$ cat config.mk
export PLATFORM = sky130hd
export DESIGN_NAME = hazard_unit_mc_flat
export DESIGN_NICKNAME = d
export VERILOG_FILES = /design/src/rtl/hazard_unit_mc_if.sv /design/src/rtl/hazard_unit_mc.sv /design/src/flat_wrapper.sv
export SDC_FILE = /design/constraint.sdc
export NUM_CORES = 1
export LEC_CHECK = 0
export ABC_AREA = 1
export CAP_MARGIN = 20
export CORE_MARGIN = 1.5
export CORE_UTILIZATION = 35
export DETAILED_ROUTE_END_ITERATION = 7
export GPL_TIMING_DRIVEN = 0
export SLEW_MARGIN = 20
export SYNTH_ARGS = -nofsm -noshare
export SYNTH_HDL_FRONTEND = slang
export SYNTH_SLANG_ARGS = --single-unit
$ cat constraint.sdc
create_clock -name clk -period 2.7 [get_ports clk]
set_clock_uncertainty 0.15 [all_clocks]
set_input_delay 0.54 -clock clk [delete_from_list [all_inputs] [get_ports clk]]
set_output_delay 0.54 -clock clk [all_outputs]
set_load 0.02 [all_outputs]
$ cat src/rtl/hazard_unit_mc_if.sv
// hazard_unit_mc_if: datapath <-> hazard unit control bundle
// master: datapath side, drives pipeline register fields and receives controls
// slave:  hazard unit side, samples pipeline fields and drives stall/flush/forward/counters
interface hazard_unit_mc_if #(
    parameter int ADDR_W = 5,
    parameter int CNT_W  = 32
);
    logic [ADDR_W-1:0] Rs1D, Rs2D, Rs1E, Rs2E, RdE, RdM, RdW;
    logic [1:0]        ResultSrcE;
    logic              MultiCycleE, PCSrcE, RegWriteM, RegWriteW;
    logic              StallF, StallD, StallE, FlushD, FlushE, FlushM, BusyE;
    logic [1:0]        ForwardAE, ForwardBE;
    logic [CNT_W-1:0]  LoadUseCnt, McStallCnt, FlushCnt;
    modport master (
        output Rs1D, Rs2D, Rs1E, Rs2E, RdE, RdM, RdW, ResultSrcE,
               MultiCycleE, PCSrcE, RegWriteM, RegWriteW,
        input  StallF, StallD, StallE, FlushD, FlushE, FlushM, BusyE,
               ForwardAE, ForwardBE, LoadUseCnt, McStallCnt, FlushCnt
    );
    modport slave (
        input  Rs1D, Rs2D, Rs1E, Rs2E, RdE, RdM, RdW, ResultSrcE,
               MultiCycleE, PCSrcE, RegWriteM, RegWriteW,
        output StallF, StallD, StallE, FlushD, FlushE, FlushM, BusyE,
               ForwardAE, ForwardBE, LoadUseCnt, McStallCnt, FlushCnt
    );
endinterface

$ cat src/rtl/hazard_unit_mc.sv
// hazard_unit_mc: forwarding, load-use stall, branch flush and multi-cycle execute hold with perf counters
// clk, reset : single clock, synchronous active-high reset
// hz (slave) : pipeline register fields in; stall/flush/forward controls, BusyE and saturating counters out
module hazard_unit_mc #(
    parameter int ADDR_W = 5,
    parameter int MC_LAT = 4,
    parameter int CNT_W  = 32
) (
    input logic             clk,
    input logic             reset,
    hazard_unit_mc_if.slave hz
);
    localparam logic [ADDR_W-1:0] ZERO     = '0;
    localparam logic [7:0]        MC_LOAD  = 8'(MC_LAT - 1);
    localparam bit                MC_MULTI = (MC_LAT > 1);
    localparam logic [CNT_W-1:0]  CNT_MAX  = '1;
    localparam logic [CNT_W-1:0]  CNT_ONE  = CNT_W'(1);
    logic [7:0] mc_cnt;
    logic       lw_stall, busy, lw_ev, br_ev;
    // every control is overridden while reset is held so the pipeline drains to bubbles
    always_comb begin
        busy     = !reset && hz.MultiCycleE && ((mc_cnt == 8'd0 && MC_MULTI) || mc_cnt > 8'd1);
        lw_stall = hz.ResultSrcE == 2'b01 && hz.RdE != ZERO && (hz.RdE == hz.Rs1D || hz.RdE == hz.Rs2D);
        lw_ev    = !reset && !busy && lw_stall;
        br_ev    = !reset && !busy && hz.PCSrcE;
        hz.BusyE  = busy;
        hz.StallF = busy || lw_ev;
        hz.StallD = busy || lw_ev;
        hz.StallE = busy;
        hz.FlushM = reset || busy;
        hz.FlushE = reset || lw_ev || br_ev;
        hz.FlushD = reset || br_ev;
        hz.ForwardAE = reset ? 2'b00 :
                       (hz.RegWriteM && hz.RdM != ZERO && hz.RdM == hz.Rs1E) ? 2'b10 :
                       (hz.RegWriteW && hz.RdW != ZERO && hz.RdW == hz.Rs1E) ? 2'b01 : 2'b00;
        hz.ForwardBE = reset ? 2'b00 :
                       (hz.RegWriteM && hz.RdM != ZERO && hz.RdM == hz.Rs2E) ? 2'b10 :
                       (hz.RegWriteW && hz.RdW != ZERO && hz.RdW == hz.Rs2E) ? 2'b01 : 2'b00;
    end
    // with MC_LAT=1 the load value is 0, so the scoreboard never leaves idle
    always_ff @(posedge clk) begin
        mc_cnt        <= reset ? 8'd0 :
                         mc_cnt > 8'd1 ? mc_cnt - 8'd1 :
                         mc_cnt == 8'd1 ? 8'd0 :
                         hz.MultiCycleE ? MC_LOAD : 8'd0;
        hz.LoadUseCnt <= reset ? '0 : (lw_ev && hz.LoadUseCnt != CNT_MAX) ? hz.LoadUseCnt + CNT_ONE : hz.LoadUseCnt;
        hz.McStallCnt <= reset ? '0 : (busy && hz.McStallCnt != CNT_MAX) ? hz.McStallCnt + CNT_ONE : hz.McStallCnt;
        hz.FlushCnt   <= reset ? '0 : (br_ev && hz.FlushCnt != CNT_MAX) ? hz.FlushCnt + CNT_ONE : hz.FlushCnt;
    end
endmodule

$ cat src/flat_wrapper.sv
// flat-port wrapper written by rule: the top's interface ports become plain ports
module hazard_unit_mc_flat 
#(
    parameter int ADDR_W = 5,
    parameter int MC_LAT = 4,
    parameter int CNT_W  = 32
)
  (clk, reset, hz_Rs1D, hz_Rs2D, hz_Rs1E, hz_Rs2E, hz_RdE, hz_RdM, hz_RdW, hz_ResultSrcE, hz_MultiCycleE, hz_PCSrcE, hz_RegWriteM, hz_RegWriteW, hz_StallF, hz_StallD, hz_StallE, hz_FlushD, hz_FlushE, hz_FlushM, hz_BusyE, hz_ForwardAE, hz_ForwardBE, hz_LoadUseCnt, hz_McStallCnt, hz_FlushCnt);
  hazard_unit_mc_if #(.ADDR_W(ADDR_W), .CNT_W(CNT_W)) hz_i ();
  input logic clk;
  input logic reset;
  input wire logic [$bits(hz_i.Rs1D)-1:0] hz_Rs1D;
  input wire logic [$bits(hz_i.Rs2D)-1:0] hz_Rs2D;
  input wire logic [$bits(hz_i.Rs1E)-1:0] hz_Rs1E;
  input wire logic [$bits(hz_i.Rs2E)-1:0] hz_Rs2E;
  input wire logic [$bits(hz_i.RdE)-1:0] hz_RdE;
  input wire logic [$bits(hz_i.RdM)-1:0] hz_RdM;
  input wire logic [$bits(hz_i.RdW)-1:0] hz_RdW;
  input wire logic [$bits(hz_i.ResultSrcE)-1:0] hz_ResultSrcE;
  input wire logic [$bits(hz_i.MultiCycleE)-1:0] hz_MultiCycleE;
  input wire logic [$bits(hz_i.PCSrcE)-1:0] hz_PCSrcE;
  input wire logic [$bits(hz_i.RegWriteM)-1:0] hz_RegWriteM;
  input wire logic [$bits(hz_i.RegWriteW)-1:0] hz_RegWriteW;
  output wire logic [$bits(hz_i.StallF)-1:0] hz_StallF;
  output wire logic [$bits(hz_i.StallD)-1:0] hz_StallD;
  output wire logic [$bits(hz_i.StallE)-1:0] hz_StallE;
  output wire logic [$bits(hz_i.FlushD)-1:0] hz_FlushD;
  output wire logic [$bits(hz_i.FlushE)-1:0] hz_FlushE;
  output wire logic [$bits(hz_i.FlushM)-1:0] hz_FlushM;
  output wire logic [$bits(hz_i.BusyE)-1:0] hz_BusyE;
  output wire logic [$bits(hz_i.ForwardAE)-1:0] hz_ForwardAE;
  output wire logic [$bits(hz_i.ForwardBE)-1:0] hz_ForwardBE;
  output wire logic [$bits(hz_i.LoadUseCnt)-1:0] hz_LoadUseCnt;
  output wire logic [$bits(hz_i.McStallCnt)-1:0] hz_McStallCnt;
  output wire logic [$bits(hz_i.FlushCnt)-1:0] hz_FlushCnt;
  assign hz_i.Rs1D = hz_Rs1D;
  assign hz_i.Rs2D = hz_Rs2D;
  assign hz_i.Rs1E = hz_Rs1E;
  assign hz_i.Rs2E = hz_Rs2E;
  assign hz_i.RdE = hz_RdE;
  assign hz_i.RdM = hz_RdM;
  assign hz_i.RdW = hz_RdW;
  assign hz_i.ResultSrcE = hz_ResultSrcE;
  assign hz_i.MultiCycleE = hz_MultiCycleE;
  assign hz_i.PCSrcE = hz_PCSrcE;
  assign hz_i.RegWriteM = hz_RegWriteM;
  assign hz_i.RegWriteW = hz_RegWriteW;
  assign hz_StallF = hz_i.StallF;
  assign hz_StallD = hz_i.StallD;
  assign hz_StallE = hz_i.StallE;
  assign hz_FlushD = hz_i.FlushD;
  assign hz_FlushE = hz_i.FlushE;
  assign hz_FlushM = hz_i.FlushM;
  assign hz_BusyE = hz_i.BusyE;
  assign hz_ForwardAE = hz_i.ForwardAE;
  assign hz_ForwardBE = hz_i.ForwardBE;
  assign hz_LoadUseCnt = hz_i.LoadUseCnt;
  assign hz_McStallCnt = hz_i.McStallCnt;
  assign hz_FlushCnt = hz_i.FlushCnt;
  hazard_unit_mc #(.ADDR_W(ADDR_W), .MC_LAT(MC_LAT), .CNT_W(CNT_W)) u_core (.clk(clk), .reset(reset), .hz(hz_i));
endmodule
Fig. 1: run 1, signal wires on met1
Scale: 3 px per um. Supply wires on this layer in grey.
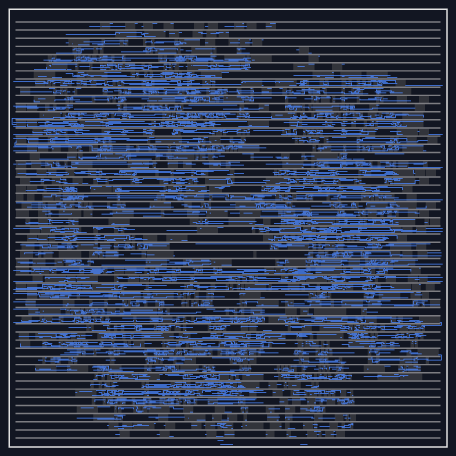
share of all routed wire = 49%
main direction = horizontal
longest straight run = 46.7 um
wire length on this layer = 10900 um
nets with wire on the layer = 1238
WL final: 22000 um
Via Count: 7656

Fig. 2: run 1, met2 routing
Scale: 3 px per um.
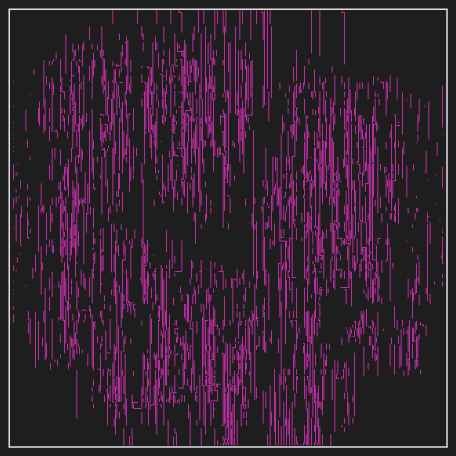
longest straight run = 49.6 um
nets with wire on the layer = 1042
wire length on this layer = 9680 um
main direction = vertical
grt met2 use: 33.1%

Fig. 3: run 1, M3 wires
Scale: 4 px per um.
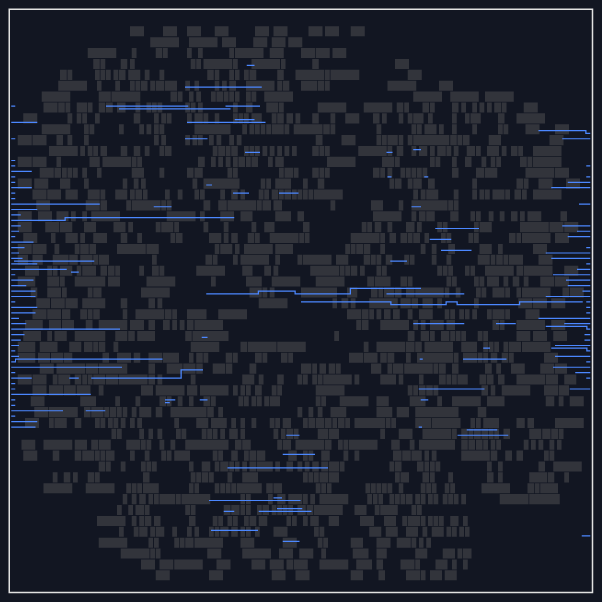
wire length on this layer = 1060 um
nets with wire on the layer = 127
share of all routed wire = 4.8%
GR Util met3: 3.54%

run 1: repair_timing:
action | in CTS | in global routing
resized | 66 | 26
setup endpoints to repair | 11 | 9
endpoints found under the hold margin | 0 | 0
buffers inserted | 1 | 5
pin swaps | 7 | 10
run 1: power groups by stage:
stage / sequential (W) / clock [W] / combinational (W)
2_1_floorplan: 0.00164 / 0 / 0.000371
6_report: 0.00161 / 0.00144 / 0.000596
5_1_grt: 0.00162 / 0.00153 / 0.000672
3_3_place_gp: 0.00164 / 0 / 0.000581
3_5_place_dp: 0.00164 / 0 / 0.000589
4_1_cts: 0.00161 / 0.00148 / 0.000589
run 1: per-layer routing:
metal  GRT usage, %  up-vias  wire, um
met5              0        -         0
met4           6.28        0       380
met3           3.54       24      1060
met2           33.1      184      9680
met1           28.4     3453     10900
li1               -     3995         -
run 1: cell families (layout without fill, tap and decap cells):
kind of cell | count (synthesis) | in the layout
xor+xnor | 56 | 56
flops | 104 | 104
simple gates | 717 | 717
buf+inv | 163 | 332
fa+ha+maj | 5 | 5
compound gates | 106 | 106
run 1: per-stage QoR:
| step | std cells | instance area (um^2) | utilization [%] |
|---|---|---|---|
| 4_1_cts | 1580 | 9230 | 47.0 |
| 2_1_floorplan | 1151 | 7100 | - |
| 6_report | 1585 | 9340 | 47.5 |
| 3_3_place_gp | 1564 | 8910 | 45.3 |
| 3_5_place_dp | 1564 | 8910 | 45.3 |
| 5_1_grt | 1585 | 9340 | 47.5 |
run 1: flip-flops by register name, summed over array words and instances, names as in the netlist:
signal and flops:
u_core.hz.FlushCnt 32, u_core.hz.LoadUseCnt 32, u_core.hz.McStallCnt 32, u_core.mc_cnt 8
run 1: worst max path at each step:
stage / from / slack (ps) / depth (start not counted) / to
after floorplan: reset / 100 / 6 / hz_FlushE
after global placement: hz_RdE[4] / -820 / 11 / hz_FlushE
after detailed placement: hz_RdE[4] / -830 / 11 / hz_FlushE
after CTS: hz_Rs1D[2] / -100 / 12 / hz_FlushE
after global routing: hz_Rs2D[1] / -70 / 12 / hz_FlushE
final: hz_Rs1D[3] / 30 / 11 / hz_FlushE
run 1: cells in the final DEF (no fill, tap or decap), types with 5 or more instances in the layout:
master	netlist	layout
a21oi_1	71	71
a21oi_2	7	7
buf_2	6	9
buf_4	9	16
buf_6	8	10
clkbuf_1	8	11
clkbuf_16	0	9
clkdlybuf4s50_1	0	118
dfxtp_1	104	103
dlygate4sd2_1	0	15
dlymetal6s2s_1	0	7
ha_1	5	5
inv_1	120	115
inv_2	8	13
nand2_1	359	359
nand3_1	78	77
nand3b_1	9	9
nand4_1	32	32
nor2_1	159	150
nor2_2	6	15
nor2_4	9	9
nor3_1	35	34
o21ai_0	20	16
xnor2_1	19	19
xor2_1	37	37
run 1: worst max-delay path: stages:
cell and delay [ps]:
clkdlybuf4s50_1 480, nand2_1 60, nand2_1 70, nor2_2 50, inv_1 60, nor2_2 40
nor2_2 150, nor2_2 70, buf_6 120, or2_4 220, buf_6 130
==> results.sh, run 1 <==
# flow metrics
export IMPL_fmax_mhz=374
export IMPL_setup_slack_ps=28.5
export IMPL_drt_iter0_markers=463
export IMPL_r2r_slack_ps=420
export IMPL_async_flop_share_pct=0
export IMPL_worstMarginPinSlew_ps=727
export IMPL_ys_types=41
export IMPL_logic_family="simple AND/OR/NAND/NOR gates"
export IMPL_die_w_um=145
export IMPL_status="finished, final reports clean"
export IMPL_die_height_um=145
export IMPL_buffer_area_share_pct=18.5
export IMPL_fin_crit_sh_pct=98.9
export IMPL_largest_class="multi-input combinational cells"
export IMPL_numSynthFlops=104
export IMPL_p_int_w=0.00264
export IMPL_simple_gate_area_share_pct=44.8
export IMPL_drv_cap=0
export IMPL_combPwrFrac_pct=16.4
export IMPL_slew_limit_headroom_pct=51.4
export IMPL_cts_tree="built"
export IMPL_swShare_pct=27.5
export IMPL_comb_area_mm2=0.00439
export IMPL_io_pins=150
export IMPL_grt_max_degree=16
export IMPL_crit_type="in2out"
export IMPL_register_area_mm2=0.00208
export IMPL_power_frac_clock_pct=39.4
export IMPL_crit_path_end_kind="primary output"
export IMPL_flop_cell="dfxtp_1"
export IMPL_cp_max_fo=3
export IMPL_avgRoutedWirePerCell_um=13.9
export IMPL_r2r_start="u_core.hz.FlushCnt[0]"
export IMPL_ys_sh_xor_pct=6.91
export IMPL_drive_gt1_share_pct=9.39
export IMPL_hold_end="u_core.mc_cnt[0]"
export IMPL_period_needed_ps=2670
export IMPL_clk_pin_slew_ps=70
export IMPL_vdd_drop_max_uv=282
export IMPL_syn_area_per_cell_um2=6.17
export IMPL_synthCells=1151
export IMPL_cts_hold_buf=0
export IMPL_clkLatencyLatePin_ps=350
export IMPL_rsz0062_at_grt="true"
export IMPL_rows=51
export IMPL_comb_share_pct=47.0
export IMPL_reg2regPathDepth=11
export IMPL_power_w=0.00364
export IMPL_ys_sh_adder_pct=0.881
export IMPL_viasPerCell=4.83
export IMPL_setup_viol=0
export IMPL_clkCellAreaFrac_pct=3.38
export IMPL_portBuffers=148
export IMPL_reg2reg_to="u_core.hz.FlushCnt[9]"
export IMPL_fp_nets=1199
export IMPL_common_cells="nand2_1, nor2_1, inv_1, dfxtp_1, nand3_1"
export IMPL_grt_antenna_before_repair=0
export IMPL_yosysCellCount=1151
export IMPL_fp_utilization_pct=36.1
export IMPL_fin_hold_ws_ps=305
export IMPL_startpoint_type="primary input"
export IMPL_fin_nets=1363
Fig. 4: run 1, routing congestion
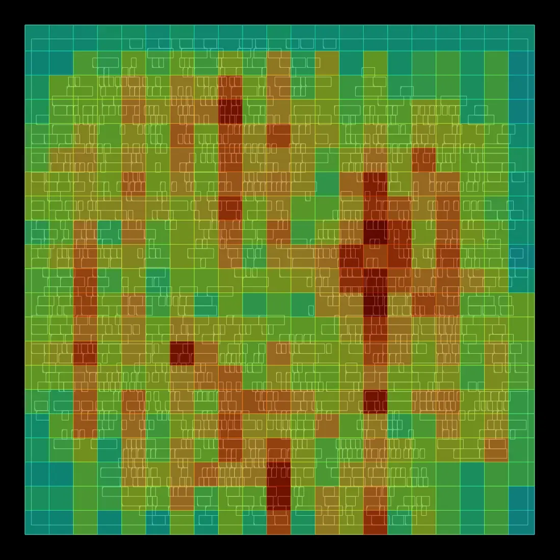

==> run 2: changes to the inputs <==
CORE_UTILIZATION = 52   (was 35)
PLACE_DENSITY = 0.81   (was not set)
Fig. 5: run 2, routing congestion
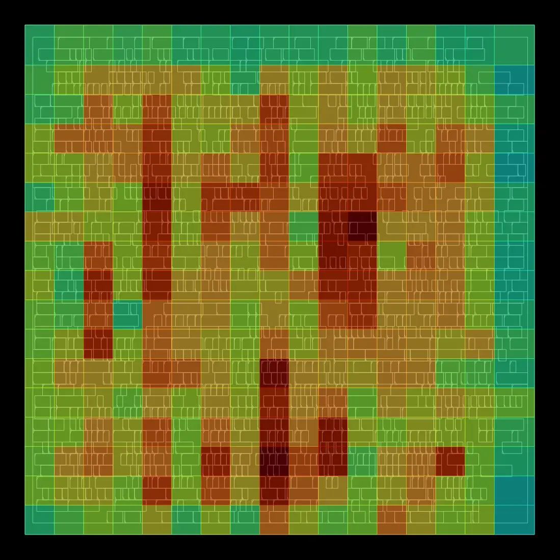
Overall Global Routing Usage: 28.4%
Most Used Layer, Global Route: met2
Avg WL per Cell: 13.7 um
grt met2 use: 47.3%

Fig. 6: run 2, the metal 4 layer
Scale: 3 px per um. Supply wires on this layer in grey.
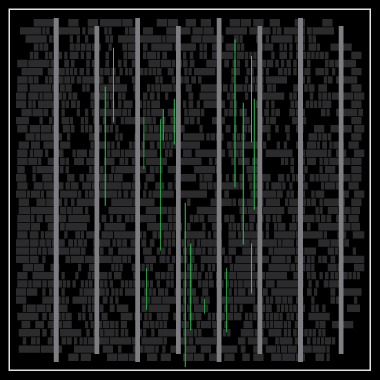
longest straight run = 54.4 um
main direction = vertical
nets with wire on the layer = 14
wire length on this layer = 450 um
WL final: 20500 um
Via Count: 7829

==> run 2 against run 1 <==
Design area down 0.91%; via count up 2.3%; core utilization rose by 22 points; combinational power shrank 1%; register-to-register slack got worse by 60 ps; count of clock-buffer cells in the layout up 1; global-route usage is 7.8 points higher; setup slack improved by 26 ps; non-clock buffer count increased by 1.
==> results.sh, run 2 <==
# flow metrics
export IMPL_status="finished, final reports clean"
export IMPL_r2r_slack_ps=360
export IMPL_crit_slowest_cell="clkdlybuf4s50_1"
export IMPL_period_needed_ps=2650
export IMPL_crit_path_end_kind="primary output"
export IMPL_worstMarginPinSlew_ps=713
export IMPL_syn2layout_area_growth_pct=30.3
export IMPL_rows=42
export IMPL_dpl_hpwl_um=15900
export IMPL_edf_count=0
export IMPL_clkLatencyLatePin_ps=350
export IMPL_clock_sinks=104
export IMPL_finalHoldViolCount=0
export IMPL_post_place_ws_ps=-825
export IMPL_final_cell_mix="nand2_1, nor2_1, clkdlybuf4s50_1"
export IMPL_reg2reg_to="u_core.hz.LoadUseCnt[17]"
export IMPL_vdd_drop_max_uv=264
export IMPL_yosysCellCount=1151
export IMPL_fmax_mhz=378
export IMPL_reg2regPathDepth=17
export IMPL_flop_cell="dfxtp_1"
export IMPL_warning_count=29
export IMPL_setup_viol=0
export IMPL_drt_iter0_markers=661
export IMPL_cp_max_fo=4
export IMPL_crit_type="in2out"
export IMPL_drive_gt1_share_pct=9.46
export IMPL_cts_htree_levels=3
export IMPL_first_pass_iters=7
export IMPL_fin_nets=1364
export IMPL_rsz0062_at_grt="true"
export IMPL_grt_max_degree=16
export IMPL_grt_overflow=0
export IMPL_fin_crit_sh_pct=98.0
export IMPL_endpoint="hz_FlushE"
export IMPL_common_cells="nand2_1, nor2_1, inv_1, dfxtp_1, nand3_1"
export IMPL_io_pins=150
export IMPL_yosys_area_top_type_share_pct=29.3
export IMPL_async_flop_share_pct=0
export IMPL_power_w=0.00360
export IMPL_drv_cap=0
export IMPL_lay_top_count="nand2_1"
export IMPL_critPathMaxStageDelay_ps=490
export IMPL_critPathMostFrequentCell="nor2_2"
export IMPL_reg_top3="u_core.hz.FlushCnt: 32 flops, u_core.hz.LoadUseCnt: 32 flops, u_core.hz.McStallCnt: 32 flops"
export IMPL_portBuffers=148
export IMPL_syn_area_per_cell_um2=6.17
export IMPL_hp_class="reg2reg"
export IMPL_cp_cell_sequence="clkdlybuf4s50_1, nand2_1, nand2_1, nor2_2, inv_1, nor2_2, nor2_2, nor2_2, buf_6, or2_4, buf_6"
export IMPL_drc_errors=0
export IMPL_grt_antenna_before_repair=0
export IMPL_die_w_um=120
export IMPL_startpoint_type="primary input"
export IMPL_die_height_um=120
export IMPL_viasPerCell=5.23
export IMPL_ys_types=41
export IMPL_fp_utilization_pct=53.4
export IMPL_crit_path_start="hz_Rs1D[3]"
export IMPL_topCellsByArea="dfxtp_1, nand2_1, nor2_1"
export IMPL_numSynthFlops=104
export IMPL_setup_slack_ps=54.4
export IMPL_final_util_pct=69.6
export IMPL_slew_limit_headroom_pct=52.4
export IMPL_clk_pin_slew_ps=70
export IMPL_r2r_start="u_core.mc_cnt[1]"
export IMPL_fp_nets=1199
export IMPL_cts_tree="built"
export IMPL_synthCells=1151
export IMPL_ant_nets=0
Fig. 7: run 2, signal wires on met1
Scale: 4 px per um. Supply wires on this layer in grey.
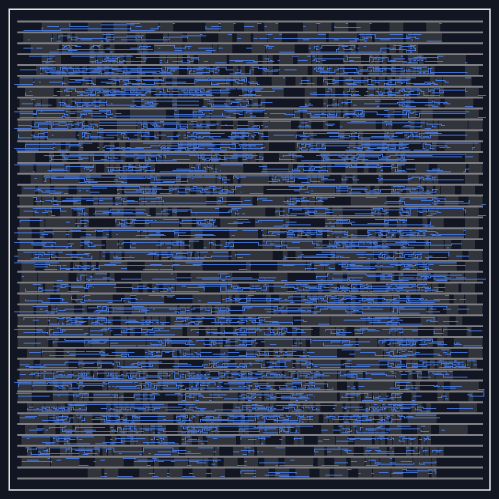
main direction = horizontal
wire length on this layer = 9380 um
share of all routed wire = 46%
nets with wire on the layer = 1247
longest straight run = 35.4 um
met1 usage: 36.9%

==> run 2: cell types whose count changed in the layout (fill, tap and decap cells not counted), moves of 3 or more <==
| cell | before | now |
|---|---|---|
| dlygate4sd2_1 | 15 | 10 |
| buf_4 | 16 | 19 |
| dlymetal6s2s_1 | 7 | 13 |
| clkbuf_8 | 1 | 4 |
==> run 2: worst min path at each step <==
stage | to | slack [ps] | from
6_report | u_core.mc_cnt[2] | 320 | u_core.mc_cnt[2]
5_1_grt | u_core.mc_cnt[2] | 340 | u_core.mc_cnt[2]
4_1_cts | u_core.mc_cnt[2] | 320 | u_core.mc_cnt[2]
3_5_place_dp | u_core.mc_cnt[2] | 310 | u_core.mc_cnt[2]
3_3_place_gp | u_core.mc_cnt[2] | 300 | u_core.mc_cnt[2]
2_1_floorplan | u_core.mc_cnt[2] | 290 | u_core.mc_cnt[2]
==> run 2: timing repair <==
action                     CTS  global route
hold buffers                 0             0
setup buffers                1             6
setup endpoints to repair   11             7
hold endpoints to repair     0             0
gates resized               59            31
pin swaps                    4             8
==> run 2: critical path: cells and delay by family <==
kind	cells	cell delay [ps]
and+or+nand+nor	7	620
buffers and inverters	4	810
==> run 2: kinds of logic after synthesis <==
| logic type | synth area share, % |
|---|---|
| adders and majority gates | 0.881 |
| AOI/OAI and AO/OA | 8.04 |
| xor gates and xnor gates | 6.91 |
| buffers and inverters | 10.1 |
| DFF | 29.3 |
| and+or+nand+nor | 44.8 |
==> run 2: metal layers <==
layer  global-route usage [%]  routed length, um  part of all wire, %  up-vias
li1                         -                  -                    -     3987
met4                     10.3                449                  2.2        0
met5                        0                  0                    0        -
met1                     36.9               9380                   46     3564
met3                     5.23               1110                  5.4       36
met2                     47.3               9580                   47      242
==> run 2: through the flow <==
stage / cell area, um^2 / hold WS, ps / std cells / setup TNS, ps
after floorplan: 7100 / 293 / 1151 / 0
after global placement: 8800 / 303 / 1475 / -4450
after detailed placement: 8800 / 313 / 1475 / -4440
after CTS: 9130 / 324 / 1491 / -108
after global routing: 9250 / 337 / 1497 / -34.4
final: 9250 / 322 / 1497 / 0
==> run 2: power by group <==
part / switching, W / internal [W]
registers: 0.0000313 / 0.00158
clock network: 0.000580 / 0.000820
logic: 0.000366 / 0.000224
total: 0.000977 / 0.00262
==> run 2: final cells by class <==
type                       count  area, um^2
buffer                        32         218
clock buffer                  14         284
clock inverter                 2        35.0
fill                        1240        4050
inverter                     130         490
multi-input combinational    884        4380
sequential                   104        2080
tap                          176         220
timing repair buffer         155        1540
Power is estimated from default activity; no workload was simulated.
